--- config.mk ---
export PLATFORM = sky130hd
export DESIGN_NAME = data_chunk_loader
export DESIGN_NICKNAME = d
export VERILOG_FILES = /design/src/rtl/npu_pkg.sv /design/src/rtl/data_chunk_loader.sv
export SDC_FILE = /design/constraint.sdc
export NUM_CORES = 1
export LEC_CHECK = 0
export CORE_ASPECT_RATIO = 2
export CORE_MARGIN = 2
export CORE_UTILIZATION = 40
export CTS_CLUSTER_SIZE = 28
export DETAILED_ROUTE_END_ITERATION = 7
export PLACE_DENSITY = 0.8
export SYNTH_ARGS = -nofsm -noshare
export SYNTH_HDL_FRONTEND = slang
export SYNTH_SLANG_ARGS = --single-unit
--- constraint.sdc ---
create_clock -name clk_i -period 2.15 [get_ports clk_i]
set_input_delay 0.43 -clock clk_i [delete_from_list [all_inputs] [get_ports clk_i]]
set_output_delay 0.43 -clock clk_i [all_outputs]
set_load 0.01 [all_outputs]
--- src/rtl/npu_pkg.sv ---
// Shared definitions for the data chunk path.
// Holds the default chunk geometry, the beat count per chunk with its counter
// width, and the state encoding of the read-side sequencer in data_chunk_loader.
`ifndef MEM_SIZE
`define MEM_SIZE 64
`endif
`ifndef BUS_SIZE
`define BUS_SIZE 16
`endif

package npu_pkg;

    localparam int unsigned MEM_SIZE_DEF = `MEM_SIZE;
    localparam int unsigned BUS_SIZE_DEF = `BUS_SIZE;

    // Beats per chunk for the default geometry, and the width of the beat counter.
    localparam int unsigned WR_CYC_NUM = MEM_SIZE_DEF / BUS_SIZE_DEF;
    localparam int unsigned WR_CNT_W   = $clog2(WR_CYC_NUM);

    typedef enum logic {
        R_IDLE   = 1'b0,
        R_ACTIVE = 1'b1
    } rd_state_e;

endpackage

--- src/rtl/data_chunk_loader.sv ---
// Ping-pong write controller in front of the two data chunk buffers.
// Groups WR_CYC_NUM accepted beats into one chunk write, alternating between
// buffer 0 and buffer 1, then hands each loaded buffer to the read side.
//
// Ports:
//   clk_i, rst_i                       clock, synchronous active-high reset
//   in_valid_i / in_ready_o            source beat handshake
//   in_sparsemap_i, in_nonzero_data_i  beat payload
//   wr_sparsemap_o, wr_nonzero_data_o  registered payload towards the buffers
//   wr_valid_o, wr_count_o, wr_sel_o   write strobe, beat index, target buffer
//   rd_sel_o                           buffer the read side uses
//   chunk_start_o                      one-cycle pulse when a read chunk begins
//   chunk_ready_o                      read buffer loaded and active
//   chunk_done_i                       consumer finished the active chunk
`ifndef MEM_SIZE
`define MEM_SIZE 64
`endif
`ifndef BUS_SIZE
`define BUS_SIZE 16
`endif

module data_chunk_loader
    import npu_pkg::*;
#(
    parameter int unsigned MEM_SIZE = `MEM_SIZE,
    parameter int unsigned BUS_SIZE = `BUS_SIZE
) (
    input  logic                                         clk_i,
    input  logic                                         rst_i,
    input  logic                                         in_valid_i,
    output logic                                         in_ready_o,
    input  logic [BUS_SIZE-1:0]                          in_sparsemap_i,
    input  logic [BUS_SIZE-1:0][7:0]                     in_nonzero_data_i,
    output logic [BUS_SIZE-1:0]                          wr_sparsemap_o,
    output logic [BUS_SIZE-1:0][7:0]                     wr_nonzero_data_o,
    output logic                                         wr_valid_o,
    output logic [$clog2(MEM_SIZE/BUS_SIZE)-1:0]         wr_count_o,
    output logic                                         wr_sel_o,
    output logic                                         rd_sel_o,
    output logic                                         chunk_start_o,
    output logic                                         chunk_ready_o,
    input  logic                                         chunk_done_i
);

    localparam int unsigned WR_CYC_NUM = MEM_SIZE / BUS_SIZE;
    localparam int unsigned CNT_W      = $clog2(WR_CYC_NUM);
    localparam logic [CNT_W-1:0] LAST_CNT = CNT_W'(WR_CYC_NUM - 1);

    // Write side
    logic                     wr_ptr_q, wr_ptr_d;
    logic [CNT_W-1:0]         wr_cnt_q, wr_cnt_d;
    logic [1:0]               buf_full_q, buf_full_d;
    // Read side
    logic [1:0]               buf_rdy_q, buf_rdy_d;
    logic                     rd_ptr_q, rd_ptr_d;
    rd_state_e                state_q, state_d;
    // Registered outputs
    logic [BUS_SIZE-1:0]      wr_sm_q, wr_sm_d;
    logic [BUS_SIZE-1:0][7:0] wr_data_q, wr_data_d;
    logic                     wr_valid_q, wr_valid_d;
    logic [CNT_W-1:0]         wr_count_q, wr_count_d;
    logic                     wr_sel_q, wr_sel_d;
    logic                     chunk_start_q, chunk_start_d;

    logic accept;
    logic last_beat;

    assign in_ready_o = !rst_i && !buf_full_q[wr_ptr_q];
    assign accept     = in_valid_i && in_ready_o;
    assign last_beat  = (wr_cnt_q == LAST_CNT);

    always_comb begin
        wr_ptr_d      = wr_ptr_q;
        wr_cnt_d      = wr_cnt_q;
        buf_full_d    = buf_full_q;
        buf_rdy_d     = buf_rdy_q;
        rd_ptr_d      = rd_ptr_q;
        state_d       = state_q;
        wr_sm_d       = wr_sm_q;
        wr_data_d     = wr_data_q;
        wr_valid_d    = 1'b0;
        wr_count_d    = wr_count_q;
        wr_sel_d      = wr_sel_q;
        chunk_start_d = 1'b0;

        if (accept) begin
            wr_sm_d    = in_sparsemap_i;
            wr_data_d  = in_nonzero_data_i;
            wr_valid_d = 1'b1;
            wr_count_d = wr_cnt_q;
            wr_sel_d   = wr_ptr_q;
            if (last_beat) begin
                wr_cnt_d             = '0;
                buf_full_d[wr_ptr_q] = 1'b1;
                wr_ptr_d             = ~wr_ptr_q;
            end else begin
                wr_cnt_d = wr_cnt_q + CNT_W'(1);
            end
        end

        unique case (state_q)
            R_IDLE: begin
                if (buf_rdy_q[rd_ptr_q]) begin
                    chunk_start_d = 1'b1;
                    state_d       = R_ACTIVE;
                end
            end
            R_ACTIVE: begin
                if (chunk_done_i) begin
                    // The accepting buffer is never full, so this clear cannot
                    // collide with the full-set above.
                    buf_full_d[rd_ptr_q] = 1'b0;
                    buf_rdy_d[rd_ptr_q]  = 1'b0;
                    rd_ptr_d             = ~rd_ptr_q;
                    state_d              = R_IDLE;
                end
            end
            default: state_d = R_IDLE;
        endcase

        // Visible to the reader only once the memory has captured the last beat.
        if (wr_valid_q && (wr_count_q == LAST_CNT)) begin
            buf_rdy_d[wr_sel_q] = 1'b1;
        end
    end

    always_ff @(posedge clk_i) begin
        if (rst_i) begin
            wr_ptr_q      <= 1'b0;
            wr_cnt_q      <= '0;
            buf_full_q    <= '0;
            buf_rdy_q     <= '0;
            rd_ptr_q      <= 1'b0;
            state_q       <= R_IDLE;
            wr_sm_q       <= '0;
            wr_data_q     <= '0;
            wr_valid_q    <= 1'b0;
            wr_count_q    <= '0;
            wr_sel_q      <= 1'b0;
            chunk_start_q <= 1'b0;
        end else begin
            wr_ptr_q      <= wr_ptr_d;
            wr_cnt_q      <= wr_cnt_d;
            buf_full_q    <= buf_full_d;
            buf_rdy_q     <= buf_rdy_d;
            rd_ptr_q      <= rd_ptr_d;
            state_q       <= state_d;
            wr_sm_q       <= wr_sm_d;
            wr_data_q     <= wr_data_d;
            wr_valid_q    <= wr_valid_d;
            wr_count_q    <= wr_count_d;
            wr_sel_q      <= wr_sel_d;
            chunk_start_q <= chunk_start_d;
        end
    end

    assign wr_sparsemap_o    = wr_sm_q;
    assign wr_nonzero_data_o = wr_data_q;
    assign wr_valid_o        = wr_valid_q;
    assign wr_count_o        = wr_count_q;
    assign wr_sel_o          = wr_sel_q;
    assign rd_sel_o          = rd_ptr_q;
    assign chunk_start_o     = chunk_start_q;
    assign chunk_ready_o     = (state_q == R_ACTIVE);

endmodule

Fig. 1: run 1, clock wires, drivers and flops
Scale bar: 20 um.
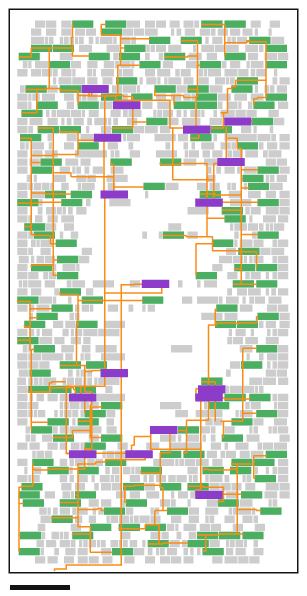
[flip-flops] green | count: 158
[clock wires] orange | length: 2,120 um
[clock-net drivers] purple | count: 17
flops lie: spread over the die
routed clock nets: 18

Fig. 2: run 1, clock nets
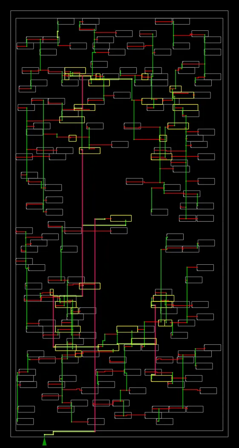
count of flip-flops and latches: 158
Skew-Pair Late Insertion Delay: 0.43 ns
power in the clock group: 0.00324 W
clock tree skew after final layout: 0.00907 ns

==> Implementation_results.wiki, run 1 <==
== Run summary ==
{| class="wikitable"
! Metric !! Value
|-
| Number of standard cells reported by yosys || 716
|-
| Sequential share of the synthesized area || 46.6%
|-
| IO Count || 300
|-
| Synth Area in Simple Gates || 19.5%
|-
| Detailed-route vias per instance || 5.39
|-
| Worst hold path stage count || 2
|-
| CP Cell Sequence || mux2_8 -> nor2_1 -> dlygate4sd2_1
|-
| Required time of the worst setup path || 1.72 ns
|-
| Tcrit/Tclk final || 94.6%
|-
| Slack of the critical path || 0.116 ns
|-
| Count of max-cap constraint violations || 0
|-
| Top logic cells by instance count in the layout || sky130_fd_sc_hd__clkdlybuf4s50_1 (298), sky130_fd_sc_hd__dfxtp_1 (158), sky130_fd_sc_hd__nand2_1 (149)
|-
| Number of cells after detailed placement || 1,168
|-
| Horizontal extent of the die || 96.2 um
|-
| Setup tns final || 0 ns
|-
| Cell accounting for the most synthesized area || sky130_fd_sc_hd__dfxtp_1
|-
| Leakage power figure || 4.48 nW
|-
| Mapped cell area || 0.00679 mm2
|-
| Number of nets in the layout || 1,129
|-
| Yosys aoi share || 25.8%
|-
| Via count of the routed design || 6,469
|-
| Leading cell types by total area after synthesis || sky130_fd_sc_hd__dfxtp_1 (47%), sky130_fd_sc_hd__o211ai_2 (20%), sky130_fd_sc_hd__nand3_1 (11%)
|-
| Count of clock tree sinks || 158
|-
| Number of cells on the worst reg-to-reg path || 4
|-
| Placed cell area || 0.0100 mm2
|-
| Clock Pin Slew Worst Setup and Hold Paths || 0.06 ns
|-
| Setup-violating endpoint count in the final report || 0
|-
| Slowest stage delay, CP || 0.38 ns
|-
| Residual DRC || 0
|-
| Total clock buffers created by CTS || 17
|-
| Yosys synthesis chip area || 0.00679 mm2
|-
| Finished layout cell area || 0.0107 mm2
|-
| Remaining number of nets flagged by the antenna check after routing || 0
|-
| Antenna violations before repair || 0
|-
| Final hold violation count || 0
|-
| Total power density per cell area || 718 mW/mm2
|-
| Hold Crit Class || reg2reg
|-
| Post-route non-filler standard cell count || 1,200
|-
| Tool warnings || 28
|-
| Critical setup path kind || reg2out
|-
| Final period demand of the worst path || 2.03 ns
|-
| Worst setup slack before clock tree synthesis || 0.141 ns
|-
| Count of final max-slew check failures || 0
|-
| Starting Density || 40.7%
|-
| CTS Buffer Depth || 2
|-
| Nature of the critical path startpoint || flip-flop
|-
| Maximum number of pins on one net before global-route repair || 149
|-
| Count of library flops with an enable pin || 0
|-
| Ys flops || 158
|-
| Hpwl dp || 14.3 mm
|-
| N_diodes || 0
|-
| Proportion of synthesized area in mux cells || 0.516%
|-
| Hold bufs inserted after CTS || 0
|-
| Ratio of cells with drive above 1 in the final layout || 17.6%
|-
| Count of standard-cell rows || 67
|-
| H-Tree Level Count || 4
|-
| Clock tree root driver cell || sky130_fd_sc_hd__clkbuf_16
|-
| Post-synthesis share of cell area spent on xor and xnor gates || 0.129%
|-
| Data arrival time of the worst path || 1.60 ns
|-
| Outcome || finished clean
|-
| Transition time at the pin with the least slew margin || 1.16 ns
|-
| Critical path's slowest cell || sky130_fd_sc_hd__mux2_8
|-
| Global-route total usage across every layer || 23.3%
|-
| Most common reg cell || sky130_fd_sc_hd__dfxtp_1
|-
| Max-area cell share || 46.6%
|-
| Netlist cell types || 29
|-
| Number of fillers in the final layout || 1,336
|-
| Max IR drop VDD || 0.531 mV
|-
| GR Overflow Total || 0
|-
| Buffers added on ports || 299
|-
| Type of destination of the critical path || primary output
|-
| Most instantiated logic cell after routing || sky130_fd_sc_hd__clkdlybuf4s50_1
|-
| Mapped Avg Cell Area || 9.49 um2
|-
| Global placer's final weighted congestion || 0.857
|-
| Standard cell core area || 0.0167 mm2
|-
| Number of nets produced by synthesis || 865
|-
| Proportion of synthesized flip-flops having asynchronous set or reset || 0%
|-
| First-pass GRT wire length || 32.9 mm
|-
| Vertical die size || 188 um
|-
| Detailed-router iteration count before antenna repair || 4
|-
| Number of DRC markers in iteration 0 || 232
|-
| Main kind of combinational logic by area || AND-OR/OR-AND gates
|-
| Layout Area Growth over Synthesis || 56.9%
|-
| Syn Inst Count || 716
|}
Fig. 3: run 1, where the registers sit
Other sequential cells in the stronger gray, the rest of the logic in the fainter gray.
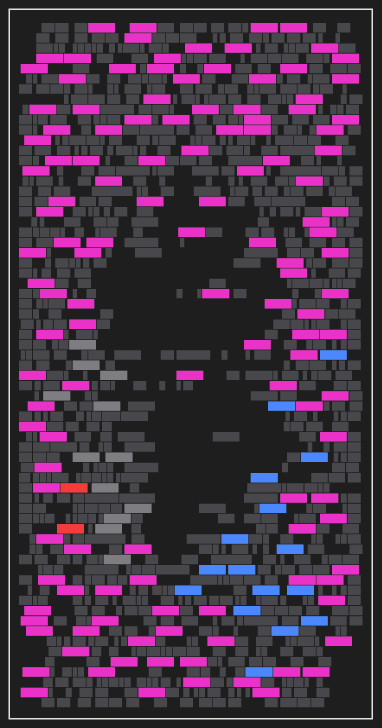
[wr_sparsemap_o] blue | sequential cells: 16
[wr_nonzero_data_o] magenta | sequential cells: 128 | where: spread over the die
[buf_rdy_q] red | sequential cells: 2

## run 1: layout make-up
class                   instances  area (um2)  area share [%]
repair buffers                327        3400            31.9
clock buffers                  19         443            4.16
inverters                       7        36.3           0.340
multi-input cells             469        3170            29.7
flip-flops and latches        158        3160            29.7
well taps                     207         259            2.43
clock inverters                13         188            1.76
## run 1: final timing paths
| kind | slack, ns | endpoint | startpoint |
|---|---|---|---|
| setup / recovery | 0.12 | in_ready_o | wr_ptr_q |
| hold reg to reg | 0.46 | wr_sparsemap_o[5] | wr_sparsemap_o[5] |
| hold / removal | 0.46 | wr_sparsemap_o[5] | wr_sparsemap_o[5] |
| setup reg to reg | 0.26 | wr_nonzero_data_o[25] | wr_ptr_q |
## run 1: cell families (layout without fill, tap and decap cells)
logic type,after synthesis,after routing
and+or+nand+nor,302,302
AOI/OAI and AO/OA,162,162
DFF,158,158
buffers and inverters,89,366
muxes,3,3
adders and majority gates,1,1
xor gates and xnor gates,1,1
## run 1: metrics by stage
stage	hold WS, ns	power [W]
global route	0.480	0.00794
global placement	0.449	0.00446
detailed placement	0.457	0.00448
CTS	0.468	0.00773
floorplan	0.432	0.00372
finish	0.464	0.00765
## run 1: critical path, delay by kind of cell, from the launching register on
kind          cells  cell delay [ns]
buf+inv           1             0.29
simple gates      1             0.14
flops             1             0.37
mux               1             0.38
## run 1: power breakdown
group	total, W	internal [W]	switching, W	leakage [nW]
registers	0.00321	0.00310	0.000110	1.30
clock network	0.00324	0.00198	0.00127	0.300
logic	0.00120	0.000680	0.000519	2.88
total	0.00765	0.00576	0.00190	4.48
## run 1: flip-flops by register name (all words and copies together), names as in the netlist, 2 cells and up
register and flops:
wr_nonzero_data_o 128, buf_rdy_q 2, wr_sparsemap_o 16, wr_count_o 2, wr_cnt_q 2, buf_full_q 2
## run 1: layer usage
layer / up-vias / track usage [%] / share of wire (%)
met5: - / 0 / 0
met4: 0 / 12.6 / 4.6
met3: 55 / 4.88 / 5.6
met2: 237 / 40.1 / 52
met1: 3087 / 26.0 / 38
li1: 3090 / - / -
## run 1: timing repair
| item | CTS | global route |
|---|---|---|
| gates resized | 1 | 0 |
| endpoints found under the setup margin | 1 | 0 |
| buffers inserted | 0 | 0 |
## run 1: cell usage after synthesis, drive strengths merged, types with 2 or more instances
cell type  number
dfxtp         158
nand2         149
o211ai        149
nand3         146
buf            60
clkbuf         22
inv             7
o21ai           5
nor2            3
a31oi           2
mux2i           2
## Run 2: what changed since run 1
Settings changed: CORE_UTILIZATION 40 to 46, PLACE_DENSITY 0.8 to 0.9.
==> Implementation_results.wiki, run 2 <==
== Run summary ==
{| class="wikitable"
! Metric !! Value
|-
| CP Cell Sequence || mux2_8 -> nor2_1 -> dlygate4sd2_1
|-
| Standard cell core area || 0.0144 mm2
|-
| Ys flops || 158
|-
| Clock Pin Slew Worst Setup and Hold Paths || 0.06 ns
|-
| Sequential share of the synthesized area || 46.6%
|-
| Number of standard cells reported by yosys || 716
|-
| Count of clock tree sinks || 158
|-
| Setup tns final || 0 ns
|-
| Transition time at the pin with the least slew margin || 0.993 ns
|-
| Layout Area Growth over Synthesis || 56.0%
|-
| Count of library flops with an enable pin || 0
|-
| Critical setup path kind || reg2out
|-
| Most used standard cell by instance count after synthesis || sky130_fd_sc_hd__dfxtp_1
|-
| Total clock buffers created by CTS || 17
|-
| Most instantiated logic cell after routing || sky130_fd_sc_hd__clkdlybuf4s50_1
|-
| Total power density per cell area || 721 mW/mm2
|-
| Hpwl dp || 14.7 mm
|-
| Combined buffer and inverter count along the critical path || 1
|-
| Clock tree skew after final layout || 0.0106 ns
|-
| Data arrival time of the worst path || 1.54 ns
|-
| N_diodes || 0
|-
| Ratio of cells with drive above 1 in the final layout || 17.2%
|-
| CTS Buffer Depth || 2
|-
| Skew-Pair Late Insertion Delay || 0.42 ns
|-
| Horizontal extent of the die || 89.9 um
|-
| Final hold violation count || 0
|-
| Buffers inserted during post-CTS setup optimization || 0
|-
| Top cells by count, synth || sky130_fd_sc_hd__dfxtp_1 (158), sky130_fd_sc_hd__nand2_1 (149), sky130_fd_sc_hd__nand3_1 (146)
|-
| First-pass GRT wire length || 34.0 mm
|-
| Critical path's slowest cell || sky130_fd_sc_hd__mux2_8
|-
| Tcrit/Tclk final || 91.6%
|-
| GR Overflow Total || 0
|-
| Mapped Avg Cell Area || 9.49 um2
|-
| Detailed-route vias per instance || 5.54
|-
| Buffers added on ports || 299
|-
| Nature of the critical path startpoint || flip-flop
|-
| Vertical die size || 176 um
|-
| Type of destination of the critical path || primary output
|-
| Outcome || finished clean
|-
| Leading cell types by total area after synthesis || sky130_fd_sc_hd__dfxtp_1 (47%), sky130_fd_sc_hd__o211ai_2 (20%), sky130_fd_sc_hd__nand3_1 (11%)
|-
| Slowest stage delay, CP || 0.38 ns
|}
run 2: cell counts after synthesis:
No cell type changed its count.
run 2: cells by family (layout without fill, tap and decap cells):
family | Yosys count | count (layout) | synth area share [%]
buffers and inverters | 89 | 361 | 7.31
AOI/OAI and AO/OA | 162 | 162 | 25.8
muxes | 3 | 3 | 0.516
adders and majority gates | 1 | 1 | 0.184
and+or+nand+nor | 302 | 302 | 19.5
DFF | 158 | 158 | 46.6
xor gates and xnor gates | 1 | 1 | 0.129
run 2: tightest hold or removal path, stage by stage (launching register included):
cell and delay, ns:
sky130_fd_sc_hd__dfxtp_1 0.31, sky130_fd_sc_hd__o211ai_2 0.06, sky130_fd_sc_hd__nand2_1 0.05
run 2: report_power, final:
group          internal [W]  leakage, nW  switching [W]  total [W]
sequential          0.00310         1.30       0.000113    0.00321
combinational      0.000676         2.86       0.000527    0.00120
clock               0.00204        0.308        0.00118    0.00322
run 2: final timing paths:
| path | slack (ns) | depth (start not counted) | startpoint | endpoint |
|---|---|---|---|---|
| setup / recovery | 0.18 | 3 | wr_ptr_q | in_ready_o |
| hold / removal | 0.46 | 2 | wr_nonzero_data_o[77] | wr_nonzero_data_o[77] |
| setup reg to reg | 0.40 | 4 | buf_full_q[1] | wr_nonzero_data_o[104] |
| hold reg to reg | 0.46 | 2 | wr_nonzero_data_o[77] | wr_nonzero_data_o[77] |
run 2: layout make-up:
| type | instances | area, um2 |
|---|---|---|
| Timing Repair Buffer | 325 | 3370 |
| Inverter | 7 | 36.3 |
| Clock inverter | 7 | 135 |
| Clock buffer | 22 | 484 |
| Tap cell | 192 | 240 |
| Fill cell | 1005 | 3830 |
| Sequential cell | 158 | 3160 |
| Multi-Input combinational cell | 469 | 3170 |
run 2: layer usage:
layer	up-vias	routed length, um	share of wire [%]	GRT usage, %
met3	69	1030	4.7	5.75
met1	3116	8110	37	29.2
met5	-	0	0	0
met4	0	1200	5.5	17.3
li1	3092	-	-	-
met2	258	11500	53	47.1
run 2: per-stage QoR:
step                area, um2  hold WS, ns  std cells  worst slack [ns]  total power (W)
floorplan                6790        0.432        716             0.606          0.00372
global placement         9980        0.453       1151             0.204          0.00445
detailed placement       9980        0.457       1151             0.183          0.00447
CTS                     10600        0.467       1180             0.159          0.00768
global route            10600        0.483       1180             0.105          0.00789
finish                  10600        0.465       1180             0.181          0.00764
Fig. 4: run 2, where the registers sit
Other sequential cells in the stronger gray, the rest of the logic in the fainter gray.
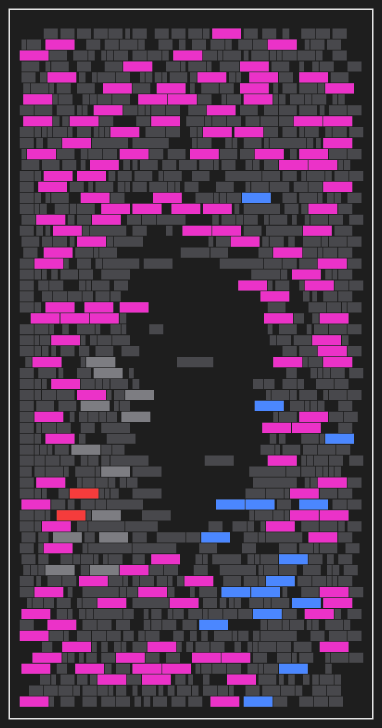
[wr_sparsemap_o] blue | sequential cells: 16
[wr_nonzero_data_o] magenta | sequential cells: 128 | where: spread over the die
[buf_rdy_q] red | sequential cells: 2
not colored: 12

Fig. 5: run 2, gate-type map
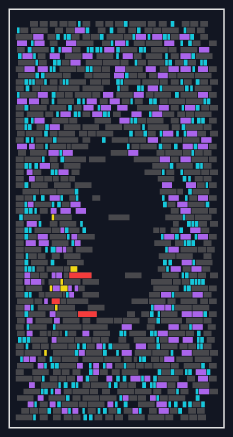
[aoi and oai cells] purple | cells: 160 | most used: o211ai_2 | where: spread over the die
[inv cells] yellow | cells: 7 | most used: inv_1
[nand cells] cyan | cells: 296 | most used: nand2_1 | where: spread over the die
[mux cells] red | cells: 3

Fig. 6: run 2, cells colored by class
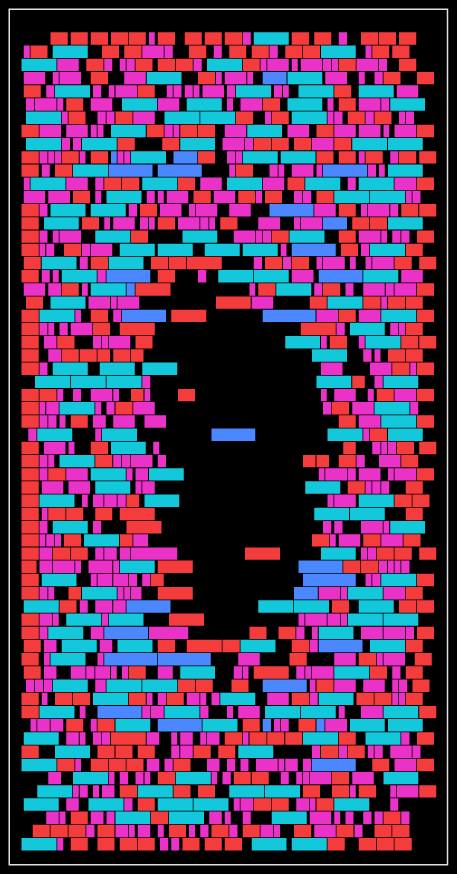
[clock drivers and dummy loads] blue | cells: 29 | share of their area: 6.0%
[remaining logic cells] magenta | cells: 476 | share of their area: 31%
[registers] cyan | cells: 158 | share of their area: 31%
[remaining buffers and delay cells] red | cells: 325 | share of their area: 33%

## Run 3: what changed since run 2
Settings changed: CORE_UTILIZATION 46 to 40, PLACE_DENSITY 0.9 to 0.8, SKIP_CTS_REPAIR_TIMING set to 1.
Fig. 7: run 3, where the registers sit
Other sequential cells in the stronger gray, the rest of the logic in the fainter gray.
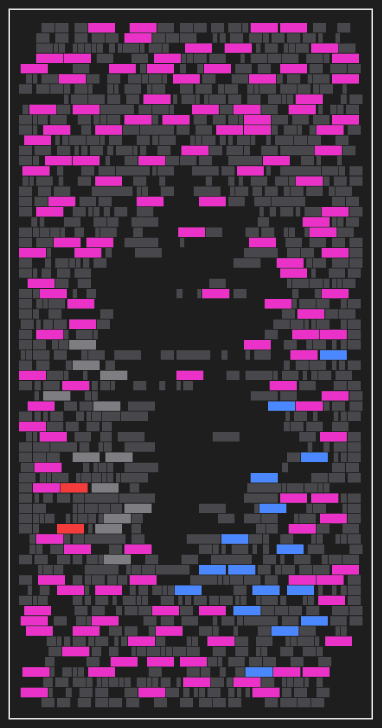
post-layout util: 63.9%
fraction of standard cell area that is sequential: 29.7%
sequential cell area in the final layout: 0.00316 mm2
Seq power: 0.00321 W

Fig. 8: run 3, clock wires, drivers and flops
Scale bar: 20 um.
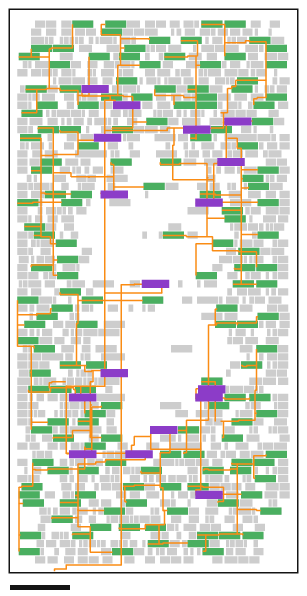
[flip-flops] green | count: 158
[clock wires] orange | length: 2,110 um
[clock-net drivers] purple | count: 17
routed clock nets: 18
flops lie: spread over the die

Fig. 9: run 3, cells colored by class
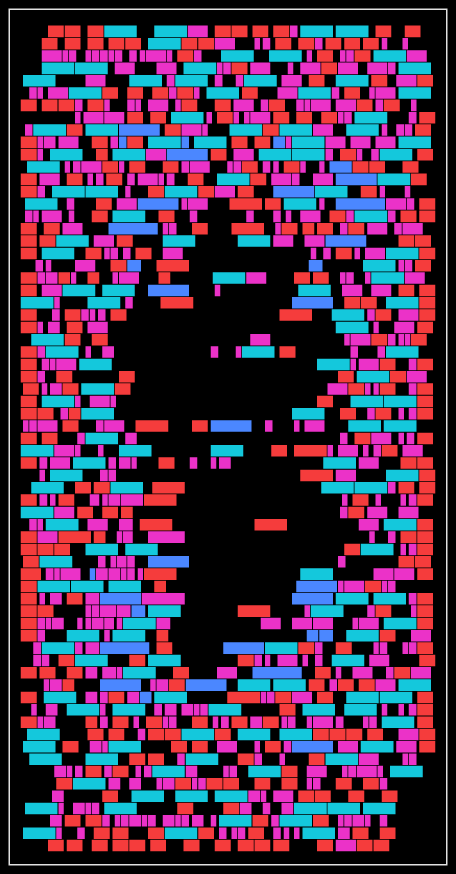
[clock drivers and dummy loads] blue | cells: 32 | share of their area: 6.1%
[remaining logic cells] magenta | cells: 476 | share of their area: 31%
[registers] cyan | cells: 158 | share of their area: 30%
[remaining buffers and delay cells] red | cells: 327 | share of their area: 33%

==> Implementation_results.wiki, run 3 <==
== Run summary ==
{| class="wikitable"
! Metric !! Value
|-
| Worst hold path stage count || 2
|-
| Normalized max-slew margin || 22.6%
|-
| First-pass GRT wire length || 32.9 mm
|-
| N_diodes || 0
|-
| Mapped cell area || 0.00679 mm2
|-
| Tool warnings || 28
|-
| Count of library flops with an enable pin || 0
|-
| Data arrival time of the worst path || 1.50 ns
|-
| Global placer's final weighted congestion || 0.857
|-
| Critical path's slowest cell || sky130_fd_sc_hd__mux2_8
|-
| Mapped Avg Cell Area || 9.49 um2
|-
| Required time of the worst setup path || 1.72 ns
|-
| Critical setup path kind || reg2out
|-
| Leakage power figure || 4.48 nW
|-
| Layout Area Growth over Synthesis || 56.9%
|-
| Top logic cells by instance count in the layout || sky130_fd_sc_hd__clkdlybuf4s50_1 (298), sky130_fd_sc_hd__dfxtp_1 (158), sky130_fd_sc_hd__nand2_1 (149)
|-
| Proportion of synthesized flip-flops having asynchronous set or reset || 0%
|-
| Slack of the critical path || 0.219 ns
|-
| H-Tree Level Count || 4
|-
| PnR Total Power || 0.00765 W
|-
| Worst reg-to-reg setup slack || 0.26 ns
|-
| Worst hold start || wr_nonzero_data_o[2]
|-
| Count of final max-slew check failures || 0
|-
| Vertical die size || 188 um
|-
| Max IR drop VDD || 0.532 mV
|-
| Most common reg cell || sky130_fd_sc_hd__dfxtp_1
|-
| Post-route worst hold slack || 0.464 ns
|-
| Antenna violations before repair || 0
|-
| Worst setup slack before clock tree synthesis || 0.141 ns
|-
| CP Cell Sequence || mux2_8 -> nor2_1 -> dlymetal6s2s_1
|-
| Max-area cell share || 46.6%
|-
| Clock Pin Slew Worst Setup and Hold Paths || 0.06 ns
|-
| Sequential share of the synthesized area || 46.6%
|-
| Detailed-route vias per instance || 5.37
|-
| Slowest stage delay, CP || 0.38 ns
|-
| Maximum number of pins on one net before global-route repair || 149
|-
| Max Freq || 0.518 GHz
|-
| Global-route total usage across every layer || 23.3%
|-
| IO Count || 300
|-
| Number of standard cells reported by yosys || 716
|-
| Residual DRC || 0
|-
| Top cells by count, synth || sky130_fd_sc_hd__dfxtp_1 (158), sky130_fd_sc_hd__nand2_1 (149), sky130_fd_sc_hd__nand3_1 (146)
|-
| Netlist cell types || 29
|-
| Number of DRC markers in iteration 0 || 249
|-
| Total power density per cell area || 718 mW/mm2
|-
| Endpoint of the worst-slack reg-to-reg timing path || wr_nonzero_data_o[25]
|-
| Final hold violation count || 0
|-
| Starting Density || 40.7%
|-
| Yosys synthesis chip area || 0.00679 mm2
|-
| Count of standard-cell rows || 67
|-
| Transition time at the pin with the least slew margin || 1.16 ns
|-
| Clock tree root driver cell || sky130_fd_sc_hd__clkbuf_16
|-
| Number of fillers in the final layout || 1,335
|-
| Tcrit/Tclk final || 89.8%
|-
| Skew-Pair Late Insertion Delay || 0.43 ns
|-
| CTS Buffer Depth || 2
|-
| Outcome || finished clean
|-
| Buffers added on ports || 299
|-
| Final period demand of the worst path || 1.93 ns
|-
| Number of nets produced by synthesis || 865
|-
| Ratio of cells with drive above 1 in the final layout || 17.6%
|-
| Cell accounting for the most synthesized area || sky130_fd_sc_hd__dfxtp_1
|-
| Most used standard cell by instance count after synthesis || sky130_fd_sc_hd__dfxtp_1
|-
| Syn Inst Count || 716
|-
| Post-detailed-route wirelength per cell || 18.0 um
|-
| Number of nets in the layout || 1,129
|-
| Total clock buffers created by CTS || 17
|-
| Ys flops || 158
|-
| Most instantiated logic cell after routing || sky130_fd_sc_hd__clkdlybuf4s50_1
|-
| Number of cells on the worst reg-to-reg path || 4
|-
| Horizontal extent of the die || 96.2 um
|-
| Hold Crit Class || reg2reg
|-
| Clock tree skew after final layout || 0.00674 ns
|-
| Nature of the critical path startpoint || flip-flop
|-
| Hold-critical path endpoint || wr_nonzero_data_o[2]
|-
| Leading cell types by total area after synthesis || sky130_fd_sc_hd__dfxtp_1 (47%), sky130_fd_sc_hd__o211ai_2 (20%), sky130_fd_sc_hd__nand3_1 (11%)
|-
| Detailed-router iteration count before antenna repair || 4
|-
| Standard cell core area || 0.0167 mm2
|-
| Hpwl dp || 14.3 mm
|-
| Via count of the routed design || 6,440
|-
| Max reg flops || 128
|}
[run 3: cell counts after synthesis]
Identical to the previous run, type by type.
[run 3: critical path, delay by kind of cell (launching register included)]
| family | cells | cell delay, ns |
|---|---|---|
| muxes | 1 | 0.38 |
| DFF | 1 | 0.37 |
| and+or+nand+nor | 1 | 0.14 |
| buffers and inverters | 1 | 0.19 |
[run 3: logic make-up after synthesis]
kind of cell	count (synthesis)	synth area share, %
flip-flops	158	46.6
buffers and inverters	89	7.31
AND-OR/OR-AND	162	25.8
adder cells (fa/ha/maj)	1	0.184
XOR/XNOR	1	0.129
multiplexers	3	0.516
AND/OR/NAND/NOR	302	19.5
[run 3: worst max-delay path by stage]
stage              from         end  slack (ns)
2_1_floorplan  wr_ptr_q  in_ready_o        0.61
3_3_place_gp      rst_i  in_ready_o        0.12
3_5_place_dp      rst_i  in_ready_o        0.14
4_1_cts        wr_ptr_q  in_ready_o       -0.18
5_1_grt        wr_ptr_q  in_ready_o        0.17
6_report       wr_ptr_q  in_ready_o        0.22
[run 3: area by class of cell]
cell class | instances | area (um2) | area share (%)
Tap cell | 207 | 259 | 2.43
Inverter | 7 | 36.3 | 0.340
Sequential cell | 158 | 3160 | 29.7
Clock buffer | 19 | 443 | 4.15
Multi-Input combinational cell | 469 | 3170 | 29.7
Clock inverter | 13 | 188 | 1.76
Timing Repair Buffer | 327 | 3410 | 31.9
[run 3: report_power, final]
group,internal (W),leakage (nW),total [W],switching (W)
combinational,0.000681,2.88,0.00120,0.000519
clock,0.00198,0.300,0.00324,0.00127
sequential,0.00310,1.30,0.00321,0.000110
total,0.00576,4.48,0.00765,0.00189
[run 3: stage by stage]
| stage | cell area (um2) | setup TNS (ns) | instances | utilization (%) |
|---|---|---|---|---|
| 5_1_grt | 10700 | 0 | 1200 | 63.9 |
| 3_3_place_gp | 10000 | 0 | 1168 | 60.1 |
| 2_1_floorplan | 6790 | 0 | 716 | - |
| 4_1_cts | 10700 | -0.179 | 1200 | 63.9 |
| 6_report | 10700 | 0 | 1200 | 63.9 |
| 3_5_place_dp | 10000 | 0 | 1168 | 60.1 |
[run 3: metal layers]
metal / up-vias / GRT usage (%) / part of all wire (%)
met5: - / 0 / 0
met4: 0 / 12.6 / 4.5
met3: 54 / 4.88 / 5.4
met2: 230 / 40.1 / 52
met1: 3067 / 26.0 / 38
li1: 3089 / - / -
No activity file was given, so power comes from the tool's default toggle rates.
